Figure 1. Where the registers sit (run 1).
Other sequential cells in the stronger gray, the rest of the logic in the fainter gray.
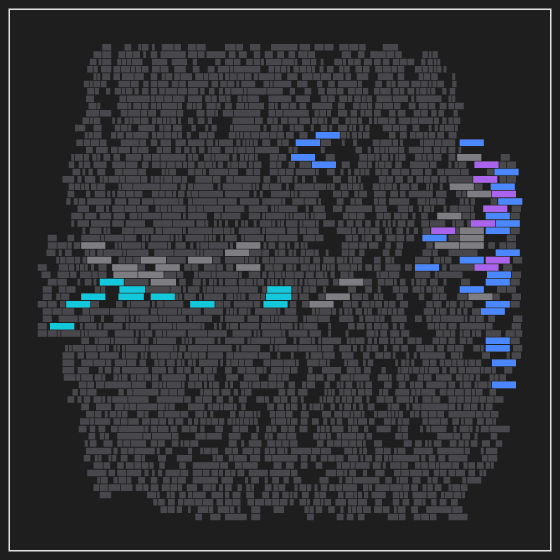
Figure 2. The metal 1 layer (run 1).
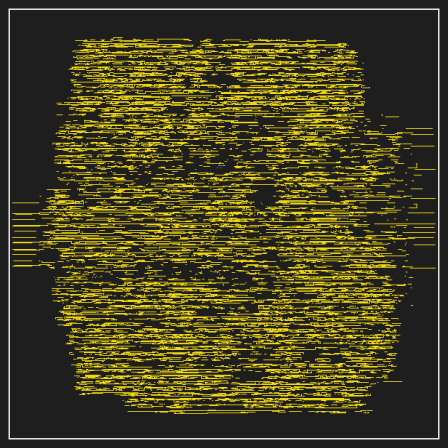
Figure 3. Wires at chosen ports, followed through buffers (run 1).
Bar = 50 microns.
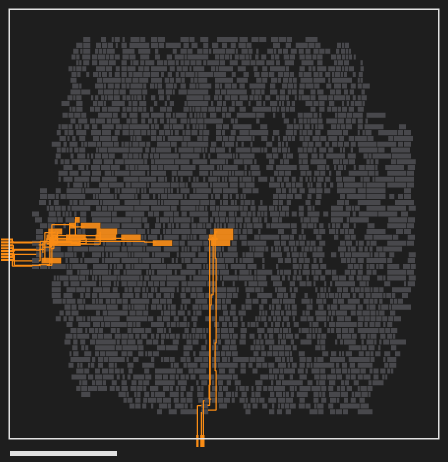
--- config.mk ---
export PLATFORM = sky130hd
export DESIGN_NAME = bck_pattern_gen
export DESIGN_NICKNAME = d
export VERILOG_FILES = /design/src/rtl/bck_pattern_gen.sv
export SDC_FILE = /design/constraint.sdc
export NUM_CORES = 1
export LEC_CHECK = 0
export CAP_MARGIN = 10
export CORE_MARGIN = 10
export CORE_UTILIZATION = 48
export CTS_BUF_LIST = sky130_fd_sc_hd__clkbuf_16
export DETAILED_ROUTE_END_ITERATION = 8
export MAX_ROUTING_LAYER = met4
export PLACE_DENSITY_LB_ADDON = 0.3
export SLEW_MARGIN = 20
export SYNTH_ARGS = -nofsm -noshare
export SYNTH_HDL_FRONTEND = slang
export SYNTH_SLANG_ARGS = --single-unit
--- constraint.sdc ---
create_clock -name clk -period 12.1 [get_ports clk]
set_input_delay 2.42 -clock clk [delete_from_list [all_inputs] [get_ports clk]]
set_output_delay 2.42 -clock clk [all_outputs]
set_load 0.02 [all_outputs]
--- src/rtl/bck_pattern_gen.sv ---
// bck_pattern_gen: animated background/test-pattern generator, RGB out 2 clk after spot coordinates
// Ports:
//   clk       pixel clock
//   nrst      asynchronous reset, active low
//   spotX     signed current column (blanking when negative or >= HACTIVE)
//   spotY     signed current line   (blanking when negative or >= VACTIVE)
//   mode_req  requested pattern: 0 bars, 1 checker, 2 gradient, 3 grid
//   mode_cur  pattern currently displayed (latched at end of frame)
//   bck_r/g/b background colour components
// Optional feature: define BCK_PATTERN_SCROLL_EN to animate a horizontal scroll
// that advances by SCROLL_STEP every frame; otherwise xs = spotX.
module bck_pattern_gen #(
  parameter int HACTIVE     = 800,
  parameter int VACTIVE     = 600,
  parameter int NBARS       = 8,
  parameter int TILE_LOG2   = 5,
  parameter int SCROLL_STEP = 2,
  parameter int COORD_W     = 11
) (
  input  logic                      clk,
  input  logic                      nrst,
  input  logic signed [COORD_W-1:0] spotX,
  input  logic signed [COORD_W-1:0] spotY,
  input  logic [1:0]                mode_req,
  output logic [1:0]                mode_cur,
  output logic [7:0]                bck_r,
  output logic [7:0]                bck_g,
  output logic [7:0]                bck_b
);
  localparam logic signed [COORD_W-1:0] HA = COORD_W'(HACTIVE);
  localparam logic signed [COORD_W-1:0] VA = COORD_W'(VACTIVE);
  localparam logic signed [COORD_W-1:0] HL = COORD_W'(HACTIVE - 1);
  localparam logic signed [COORD_W-1:0] VL = COORD_W'(VACTIVE - 1);
  localparam logic [COORD_W:0]          HW = (COORD_W+1)'(HACTIVE);
  localparam logic [COORD_W-1:0]        BW = COORD_W'(HACTIVE / NBARS);
  // 3-bit {r,g,b} on/off masks, entry i at bits [3i+2:3i]:
  // red, green, blue, magenta, yellow, cyan, black, white
  localparam logic [23:0] BAR_LUT = 24'b111_000_011_110_101_001_010_100;

  logic               active, eof;
  logic [COORD_W-1:0] scroll;
  logic [COORD_W:0]   xs_sum;
  logic [COORD_W-1:0] xs_d;
  logic               act_q;
  logic [COORD_W-1:0] xs_q, y_q;
  logic [1:0]         mode_q, mode_cur_q;
  logic [7:0]         fc_q, frame_cnt_q;
  logic [23:0]        rgb_d, rgb_q;
  logic [2:0]         bar_idx, bar;
  logic               checker_on, grid_on;
  logic [7:0]         gr, gg;

  assign active = !spotX[COORD_W-1] && spotX < HA && !spotY[COORD_W-1] && spotY < VA;
  assign eof    = spotX == HL && spotY == VL;

`ifdef BCK_PATTERN_SCROLL_EN
  logic [COORD_W-1:0] scroll_q, scroll_d;
  logic [COORD_W:0]   scroll_sum;
  assign scroll_sum = {1'b0, scroll_q} + (COORD_W+1)'(SCROLL_STEP);
  assign scroll_d   = scroll_sum >= HW ? COORD_W'(scroll_sum - HW) : COORD_W'(scroll_sum);
  always_ff @(posedge clk or negedge nrst)
    if (!nrst) scroll_q <= '0;
    else if (eof) scroll_q <= scroll_d;
  assign scroll = scroll_q;
`else
  assign scroll = '0;
`endif

  // Sum is only meaningful for active pixels, where spotX is non-negative.
  assign xs_sum = {1'b0, spotX} + {1'b0, scroll};
  assign xs_d   = xs_sum >= HW ? COORD_W'(xs_sum - HW) : COORD_W'(xs_sum);

  assign bar_idx    = 3'(xs_q / BW);
  assign bar        = BAR_LUT[3*bar_idx +: 3];
  assign checker_on = xs_q[TILE_LOG2] ^ y_q[TILE_LOG2];
  assign grid_on    = xs_q[TILE_LOG2-1:0] == '0 || y_q[TILE_LOG2-1:0] == '0;
  assign gr         = 8'((32'(xs_q) * 32'd255) / 32'(HACTIVE - 1));
  assign gg         = 8'((32'(y_q) * 32'd255) / 32'(VACTIVE - 1));

  always_comb
    rgb_d = !act_q       ? 24'h000000 :
            mode_q == 0  ? {{8{bar[2]}}, {8{bar[1]}}, {8{bar[0]}}} :
            mode_q == 1  ? {24{checker_on}} :
            mode_q == 2  ? {gr, gg, fc_q} :
            grid_on      ? 24'hFFFFFF : 24'h000040;

  // Stage 1 also captures the frame count so the end-of-frame pixel shows its own frame.
  always_ff @(posedge clk or negedge nrst)
    if (!nrst) begin
      act_q       <= 1'b0;
      xs_q        <= '0;
      y_q         <= '0;
      mode_q      <= '0;
      fc_q        <= '0;
      mode_cur_q  <= '0;
      frame_cnt_q <= '0;
      rgb_q       <= '0;
    end else begin
      act_q  <= active;
      xs_q   <= xs_d;
      y_q    <= spotY;
      mode_q <= mode_cur_q;
      fc_q   <= frame_cnt_q;
      rgb_q  <= rgb_d;
      if (eof) begin
        mode_cur_q  <= mode_req;
        frame_cnt_q <= frame_cnt_q + 8'd1;
      end
    end

  assign mode_cur = mode_cur_q;
  assign bck_r    = rgb_q[23:16];
  assign bck_g    = rgb_q[15:8];
  assign bck_b    = rgb_q[7:0];
endmodule

==> impl_metrics.toml, run 1 <==
# implementation run metrics
[run_status]
status = "finished with violations"
violations = "setup timing"

[clock_tree]
cts_buffers = 9
cts_hold_buf = 0
clock-root-buffer = "clkbuf_16"
htree_num_levels = 3
ctsLongestPathBuffers = 2
post-cts-setup-buffers = 30
insertion_delay_ns = 0.35

[final_timing]
drv_slew = 0
skew_ns = 0.00937
hold_slack_ns = 0.399
setup_viol = 2
fmax_ghz = 0.0819
maxSlewHeadroom = 0.368
worstMarginPinSlew_ns = 0.944
finalCritPeriodShare = 1.01
fin_ws_ns = -0.105
hold_viol = 0
fin_tns_setup_ns = -0.137
fin_crit_ns = 12.20

[setup_path]
crit_buf_inv = 12
cp-start-kind = "register"
required_ns = 12.32
reg2reg_to = "rgb_q[8]"
timing.rr.start = "y_q[3]"
cp-startpoint = "y_q[3]"
path_common_cell = "buf_4"
slowest_delay_ns = 0.61
critical_path_arrival_ns = 12.42
crit_fanout = 9
ff2ff_path_depth = 52
critPathKind = "reg -> reg"
endpoint = "rgb_q[8]"
cp.depth = 52
crit_family = "AND-OR/OR-AND gates"

[layout]
n_all_buffers = 483
utilization = 0.679
layout-drive-gt1-share = 0.332
comb_share = 0.671
instances_no_fill = 2839
logic_area_sq_um = 14500
clk_share = 0.0139
area_delta_synth_final_pct = 38.7
seq_area_frac = 0.0780
nMultiInputCombCells = 1644
final-nonclk-buf-share = 0.178
largest_register = "rgb_q"
design_area_sq_um = 21600
n_fill_cell = 2535
design.seq.count = 67
n_antenna_cell = 1
nets = 2612

[placed_design]
placed_cells = 2738
gp_congestion = 0.954
placed_area_sq_um = 19200
hpwl_microns = 38100

[synth]
yosysTopAreaCellShare = 0.116
xor_share = 0.0698
yosysTopAreaCell = "fa_1"
flop_cell = "dfrtp_1"
syn-instance-count = 1964
yosysUniqueCellTypes = 128
ys_sh_mux = 0.0231
yosysWarningCount = 0
synthArstFlopShare = 1.00
avgSynthCellArea_sq_um = 7.93
syn_nets = 2178
common_cells = "inv_1, nand2_1, nor2_1, a21oi_1, ha_1"
fa_ha_area_frac = 0.204
logic_family = "AND-OR/OR-AND gates"
synth_flops = 67
edf_count = 0
synth_seq_share = 0.108
ys_cells = 1964
topCellsByArea = "fa_1, dfrtp_1, ha_1"
ys_area_sq_um = 15600

[drt]
wl_met1_microns = 23300
dr_wl_met3_microns = 2710
vias_per_cell = 6.04
avgRoutedWirePerCell_microns = 17.5

[flow_run]
maxCapViolations = 0
tool_warnings = 54

[grt]
antenna_found_initial = 1
busiest_layer = "met2"
use_met2 = 0.362
gr-total-overflow = 0

[die]
fp.coreArea_sq_um = 31800
chip_area_sq_um = 40100
die_x_microns = 200
die_y_microns = 200
fp-utilization = 0.490
rows = 65

[hold_path]
hold_start = "frame_cnt_q[7]"
hold_path_end = "fc_q[7]"
hold_path_depth = 0
-- Figure 1 (at the start) --
Key: blue = `rgb_q` [sequential cells 24]; cyan = `y_q` [sequential cells 11]; purple = `fc_q` [sequential cells 8]
Another 24 sequential cells are not colored.
Storage cell area: 1690 sq um

-- Figure 2 (at the start) --
The layer holds 47% of the routed length. 2492 nets have wire on it.
met1 Use GR: 0.327
Routed WL: 49800 microns
Vias: 17141

-- Figure 3 (at the start) --
Key: orange = `spotY` [bits 11, direction input, edge 8 left, 3 bottom, end cells 20, buffers 11, wire 713 microns]
port buffer count: 51
# IOs: 52

Figure 4. Track usage over the die (run 1).
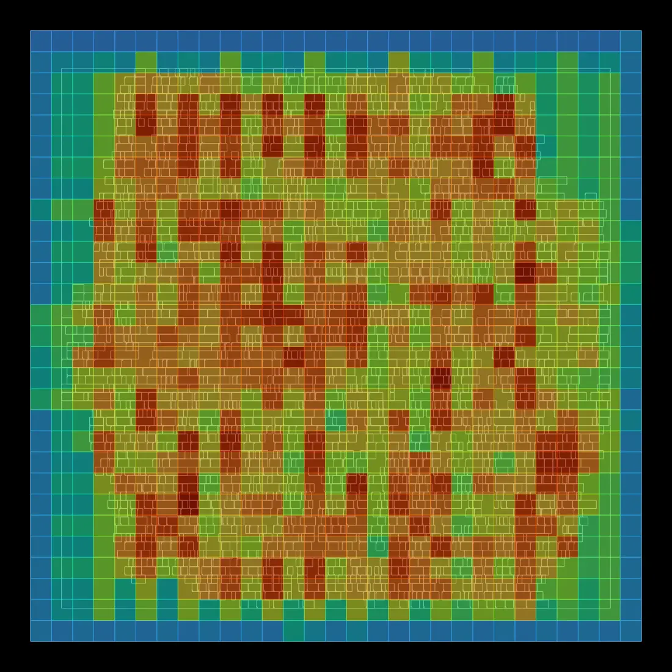

==> run 2, diff against run 1 <==
ABC_AREA = 0   (was default)
SLEW_MARGIN = 40   (was 20)
Figure 5. Track usage over the die (run 2).
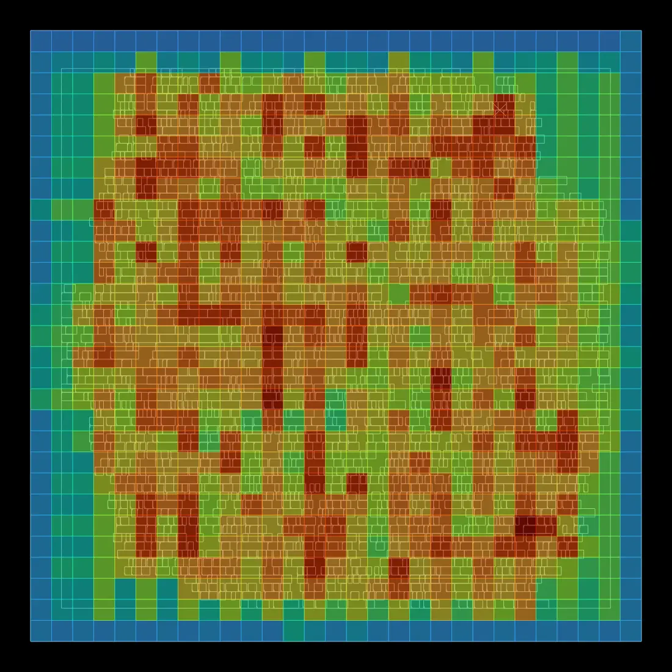
met1 Use GR: 0.324
drt wl/cell: 17.5 microns

==> run 2 against run 1 <==
The run ends with DRC, setup timing left. Synthesized cell count is the same. Flip-flop count stayed put. Final area down 0.48%. Global-route usage is 0.14 points lower. Critical endpoint unchanged.
==> impl_metrics.toml, run 2 <==
# implementation run metrics
[setup_path]
cp-start-kind = "register"
timing.rr.start = "y_q[3]"
reg2reg_to = "rgb_q[8]"
crit_fanout = 9
slowest_delay_ns = 0.57
crit_buf_inv = 11
critPathKind = "reg -> reg"
path_common_cell = "buf_4"
cp.depth = 52
critical_path_arrival_ns = 12.47
ff2ff_path_depth = 52
required_ns = 12.32
endpoint = "rgb_q[8]"

[final_timing]
skew_ns = 0.00872
setup_viol = 2
finalCritPeriodShare = 1.01
fin_ws_ns = -0.153
fin_tns_setup_ns = -0.164
hold_slack_ns = 0.395
drv_slew = 0
worstMarginPinSlew_ns = 0.803
hold_viol = 0
fin_crit_ns = 12.25
fmax_ghz = 0.0816

[synth]
ys_area_sq_um = 15600
synthArstFlopShare = 1.00
yosysTopAreaCellShare = 0.116
avgSynthCellArea_sq_um = 7.93
fa_ha_area_frac = 0.204
ys_cells = 1964
syn-instance-count = 1964
ys_sh_mux = 0.0231
common_cells = "inv_1, nand2_1, nor2_1, a21oi_1, ha_1"
topCellsByArea = "fa_1, dfrtp_1, ha_1"
xor_share = 0.0698
synth_flops = 67
syn_nets = 2178
yosysUniqueCellTypes = 128
yosysTopAreaCell = "fa_1"
flop_cell = "dfrtp_1"
edf_count = 0
synth_seq_share = 0.108
logic_family = "AND-OR/OR-AND gates"
yosysWarningCount = 0

[clock_tree]
post-cts-setup-buffers = 25
cts_hold_buf = 0
cts_buffers = 9
insertion_delay_ns = 0.35
ctsLongestPathBuffers = 2
htree_num_levels = 3
clock-root-buffer = "clkbuf_16"

[drt]
wl_met1_microns = 23200
vias = 17053
drt_drc_violations_left = 1
drt_iter0_markers = 1182
wirelength_microns = 49500
dr_wl_met3_microns = 2500

[placed_design]
placed_cells = 2738
placed_area_sq_um = 19200
gp_congestion = 0.954
port_buffers = 51
hpwl_microns = 38100

[layout]
nMultiInputCombCells = 1644
instances_no_fill = 2831
logic_area_sq_um = 14400
n_antenna_cell = 1
design.seq.count = 67
nets = 2604
seq_area_sq_um = 1690
largest_register = "rgb_q"
nClkBuffers = 9
layout-drive-gt1-share = 0.325
seq_area_frac = 0.0784
clk_share = 0.0140
final-nonclk-buf-share = 0.177
design_area_sq_um = 21500

[grt]
antenna_found_initial = 1
busiest_layer = "met2"
gr-total-overflow = 0
use_met2 = 0.353

[hold_path]
hold_path_depth = 0
hold_path_end = "fc_q[7]"
hold_start = "frame_cnt_q[7]"

[die]
die_y_microns = 200
die_x_microns = 200
rows = 65
fp.coreArea_sq_um = 31800
pin_count = 52
chip_area_sq_um = 40100

[run_status]
violations = "DRC, setup timing"
status = "finished with violations"

[flow_run]
maxCapViolations = 0
tool_warnings = 54
==> run 3, diff against run 2 <==
CORE_UTILIZATION = 40   (was 48)
CTS_CLUSTER_DIAMETER = 120   (was default)
==> run 3 against run 2 <==
The flow finishes with violations (setup timing). Clock-buffer cell count stayed put. Cell count is 5.9% higher. Non-clock buffer count is 85 higher. Core utilization is 9.8 points lower. Register-to-register slack better by 0.07 ns. Critical path depth is 1 higher. Global-route usage is 2.5 points lower.
==> impl_metrics.toml, run 3 <==
# implementation run metrics
[run_status]
status = "finished with violations"
violations = "setup timing"

[hold_path]
hold_path_end = "fc_q[7]"
hold_start = "frame_cnt_q[7]"
hold_path_depth = 0

[synth]
syn-instance-count = 1964
common_cells = "inv_1, nand2_1, nor2_1, a21oi_1, ha_1"
ys_cells = 1964
topCellsByArea = "fa_1, dfrtp_1, ha_1"
yosysTopAreaCell = "fa_1"
yosysTopAreaCellShare = 0.116
ys_sh_mux = 0.0231
yosysUniqueCellTypes = 128
avgSynthCellArea_sq_um = 7.93
synthArstFlopShare = 1.00
edf_count = 0
synth_seq_share = 0.108
yosysWarningCount = 0
logic_family = "AND-OR/OR-AND gates"
syn_nets = 2178
flop_cell = "dfrtp_1"

[die]
die_x_microns = 217
rows = 72
fp.coreArea_sq_um = 38600
die_y_microns = 217
fp-utilization = 0.404
chip_area_sq_um = 47200

[drt]
drt_iter0_markers = 1093
drt_drc_violations_left = 0
dr_wl_met3_microns = 1950
avgRoutedWirePerCell_microns = 16.7

[grt]
antenna_found_initial = 0
use_met2 = 0.320
gr-total-overflow = 0

[setup_path]
timing.rr.start = "y_q[6]"
path_common_cell = "buf_6"
reg2reg_to = "rgb_q[8]"
crit_family = "AND-OR/OR-AND gates"
slowest_delay_ns = 0.61
endpoint = "rgb_q[8]"
cp.depth = 53
cp-startpoint = "y_q[6]"
ff2ff_path_depth = 53
cp-start-kind = "register"
required_ns = 12.33
critPathKind = "reg -> reg"

[flow_run]
tool_warnings = 54
maxCapViolations = 0

[final_timing]
fin_crit_ns = 12.18
hold_slack_ns = 0.402
maxSlewHeadroom = 0.396
hold_viol = 0
fin_ws_ns = -0.0796
drv_slew = 0
setup_viol = 1
worstMarginPinSlew_ns = 0.899
fin_tns_setup_ns = -0.0796
finalCritPeriodShare = 1.01

[placed_design]
port_buffers = 51
placed_cells = 2884
gp_congestion = 0.935
placed_area_sq_um = 19700
hpwl_microns = 39200

[layout]
design_area_sq_um = 22300
n_antenna_cell = 0
comb_share = 0.649
nMultiInputCombCells = 1644
area_delta_synth_final_pct = 43.0
n_fill_cell = 3454
layout-drive-gt1-share = 0.348
nets = 2689
inv_count = 193
nClkBuffers = 9
largest_register = "rgb_q"
utilization = 0.578
logic_area_sq_um = 14500
design.seq.count = 67
instances_no_fill = 2998
seq_area_frac = 0.0758
n_all_buffers = 560
final-nonclk-buf-share = 0.200
clk_share = 0.0132

[clock_tree]
post-cts-setup-buffers = 34
cts_hold_buf = 0
ctsLongestPathBuffers = 2
insertion_delay_ns = 0.36
clock-root-buffer = "clkbuf_16"
cts_buffers = 9
htree_num_levels = 3

[power_and_ir_drop]
Figure 6. The metal 1 layer (run 3).
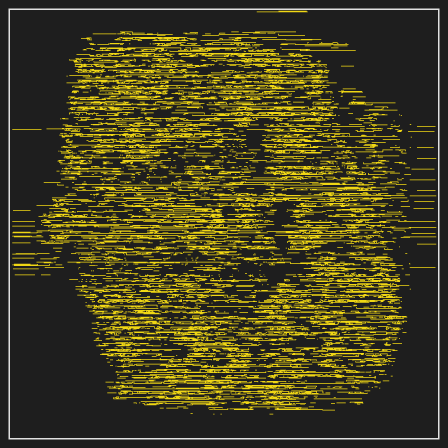
The wires run mostly horizontal. 2571 nets have wire on it. The layer carries 24.4 mm of wire.
Routed WL: 50000 microns
Vias: 16982
met1 Use GR: 0.288

